Fig. 1: metal 3
The bar under the picture is 50 um long.
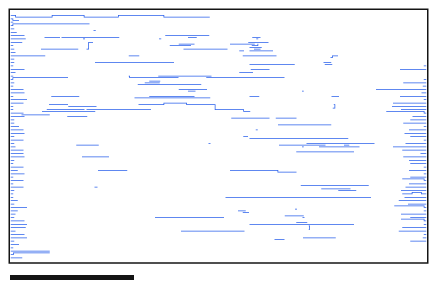
Fig. 2: placed standard cells
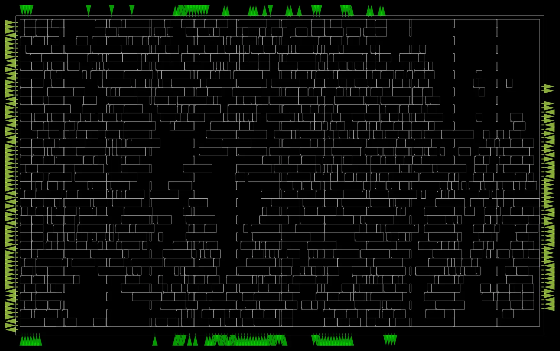
Fig. 3: signal wires by layer
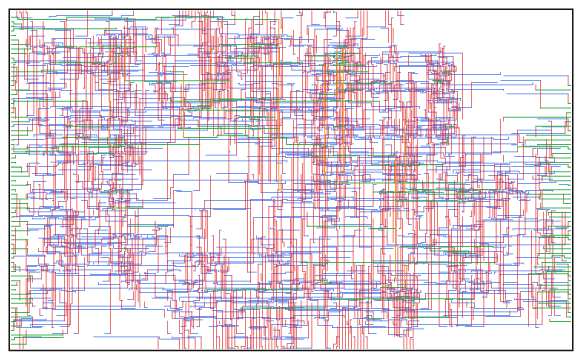
Fig. 4: clock distribution
The bar under the picture is 50 um long.
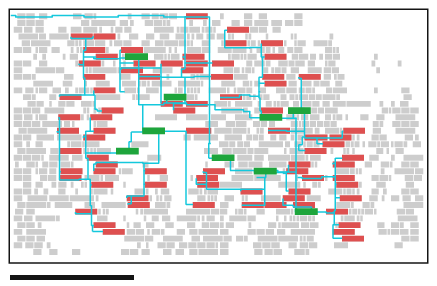
Design writeback_pipe, sky130hd; sources not shown.
==> notes.md <==
Item: results of the latest flow run.

- The run finished, with violations left.
- The checks that failed: setup timing.
- The share of the core filled by cells before placement is a little over a third.
- Per the synth stats, the proportion of register bits with asynchronous set or reset is 100%.
- The pre-CTS setup check shows a worst slack of -425 ps.
- The most numerous cell on the critical path is sky130_fd_sc_hd__buf_6.
- The switching part of the total is 41.5%.
- After synthesis, the largest family of logic cells by area is AND-OR/OR-AND gates.
- The overall die size recorded for this design is between 0.015 and 0.02 mm2.
- The internal portion of the total power is ~6.3 mW.
- Total power for the finished layout comes to around 11 mW.
- The final hold violation count recorded for this run is 0.
- The clock tree buffer depth is 2.
- Relative to the synthesized area, the layout overhead comes to 64.1%.
- Entering global routing, the biggest net connects about 52 pins.
- The count of max-cap constraint violations is 0.
- The via density per instance is about 5.7.
- The category of cells accounting for the largest share of critical-path delay is simple AND/OR/NAND/NOR gates.
- The synthesized-area fraction occupied by adder cells is less than 1%.
- The ratio of final minimum period to clock period is 119%.
- The repair_antennas step left the layout with diodes totalling 0.
- Summing all multiplexer cells gives an area fraction of 19.1%.
- In the global route stage, met2 resource usage came out at 41.7%.
- Summed over all sequential cells, the power is between 2 and 3 mW.
- STA classifies the critical path startpoint as a flop.
- After global routing the overflow that remains totals 0.
- The net count of the finished layout is between 900 and 1000.
- In the synthesized netlist the dominant register cell turns out to be sky130_fd_sc_hd__dfrtp_1.
- The met1 track utilization from global routing is 33.0%.
- The standard cell core area is 0.0162 mm2.
- By count the netlist is led by 123 x sky130_fd_sc_hd__nand2_1, 80 x sky130_fd_sc_hd__dfrtp_1, 44 x sky130_fd_sc_hd__nor2_1.
- Per the STA report, the cell with the highest stage delay on the worst path is sky130_fd_sc_hd__or4_4.
- The post-synthesis share of cell area spent on and-or and or-and gates is 24.0%.
- In the setup report, the worst path falls into the class flop to output port.
- The hold buffer count at cts is 1.
- In the Yosys stats the netlist draws on 45 distinct library cells.
- The final weighted congestion in routability-driven placement is about 0.88.
- Counting buffers and inverters, the worst setup path is 9 cells deep.
- The final timing report gives a worst setup slack of -478 ps.
- Listed in order, past its start point the critical path passes or4_4 > o2111a_2 > nor4b_4 > buf_6 > buf_8 > buf_6 > buf_6 > a22o_1 > buf_2.
- The power dissipated in combinational cells is between 6 and 7 mW.
- Total power normalized to cell area comes to 1130 mW/mm2.
- The cell area after placement is 0.00844 mm2.
- The tightest slew margin relative to the limit is 47.5%.
- The number of warnings reported in the yosys synthesis log is 0.
- The post-synthesis share of cell area spent on and, or, nand and nor gates is around 13%.
- In this run the register-to-register setup slack is -50 ps.
- After detailed routing, the wire length on met1 is 9920 um.
- Per the OpenROAD floorplan log, the width of the die is 168 um.
- Of the post-synthesis cell area, the dominant cell type holds 34.5%.
- The post-route netlist has around a third of its cells at a drive strength greater than 1.
- The first-pass GRT wire length is roughly 33000 um.
- STA classifies the critical path endpoint as an output port.
- The worst-case IR drop observed on VDD is 0.000495 V.
- The worst register-to-register path has a depth of 10.
- The netlist area before placement is 0.00581 mm2.
- The most common cell in the synthesized netlist is sky130_fd_sc_hd__nand2_1.
- The number of sinks handled by clock tree synthesis is 80.
- The area share of xor/xnor cells in the synthesized design is 0.603%.
- The minimum period implied by the final worst setup slack is roughly 3000 ps.
- STA puts the critical path data arrival time at ~2500 ps.
- The main area contributors are sky130_fd_sc_hd__dfrtp_1 34%, sky130_fd_sc_hd__mux4_2 12%, sky130_fd_sc_hd__nand2_1 7.9%, sky130_fd_sc_hd__mux2i_1 6.5%, sky130_fd_sc_hd__o32ai_2 6.2%.
- Setup repair after global routing could not meet its margin everywhere.
- The number of antenna violations at the first check in global routing is 0.
- The maximum fanout along the worst path is 5.
- Per the log, the first TritonRoute iteration ended with a DRC count of 386.
- The placement report lists the number of port buffers as 218.
- The end-of-flow timing check tallies setup violations at just under 60.
- Per the synthesis report, the dominant area consumer among library cells is sky130_fd_sc_hd__dfrtp_1.
- The residual antenna-violating net count after detailed routing is 0.
- The final tally of max-slew violations is 0.
- The data required time of the critical path is 2060 ps.
- The clock tree from TritonCTS is yes.
- In this run the most used layer during global routing was met2.
- The first TritonRoute pass finished after 5 iterations.
- The path type of the worst min-delay path is input port to asynchronous set/reset pin.
- The number of CTS-inserted buffers is 9.
- The die height is ~100 um.
-- Fig. 1 (at the start) --
The wires run mostly horizontal. 181 nets have wire on it. The layer carries 1780 um of wire. The layer holds 7.8% of the routed length. The longest straight run is 58.4 um.
grt met3 use: 5.31%
vias post-DR: 6021
total wire length: 22800 um

-- Fig. 2 (at the start) --
Final Instance Count excl. Fillers: 1057
filler instances: 1360
Tap Cells: 209
total number of sequential cells: 80
post-layout util: 58.8%

-- Fig. 3 (at the start) --
Green marks M3, wire length 1780 um. Red marks M2, wire length 10800 um. Blue marks M1, wire length 9920 um. Orange marks M4, wire length 290 um.
All-Layer GR Usage: 25.8%
routed wire length per instance: 21.6 um

-- Fig. 4 (at the start) --
Cyan marks clock wires, length 1140 um. Red marks flip-flops, count 80. Green marks clock-net drivers, count 9.
There are 10 routed clock nets.
clock group share of total power: 12.1%
clock group power: 1.30 mW
Fin Clk Skew: 11.3 ps
insertion delay at the late pin of the worst-skew pair: 340 ps

-- cells in the final DEF (no fill, tap or decap), drive strengths merged, types with 8 or more instances in the layout --
cell type	count
a21oi	8
a22o	32
buf	122
clkbuf	19
clkdlybuf4s50	175
dfrtp	80
inv	42
mux2i	38
mux4	32
nand2	123
nor2	44
o22ai	38
o311ai	8
o32ai	38
-- area by class of cell --
class	instances	area (um2)	share of cell area (%)
inverters	42	158	1.65
clock inverters	4	53.8	0.564
multi-input cells	404	3770	39.5
clock buffers	12	246	2.58
repair buffers	306	3040	31.9
flip-flops and latches	80	2010	21.0
well taps	209	262	2.74
-- stage by stage --
stage               TNS, ps  hold slack, ps  utilization [%]
floorplan                 0             220                -
global placement     -13680             338             52.0
detailed placement   -13880             337             52.0
CTS                  -17760             553             54.9
global route         -19710             560             58.8
finish               -15060             554             58.8
No activity file was given, so power comes from the tool's default toggle rates.
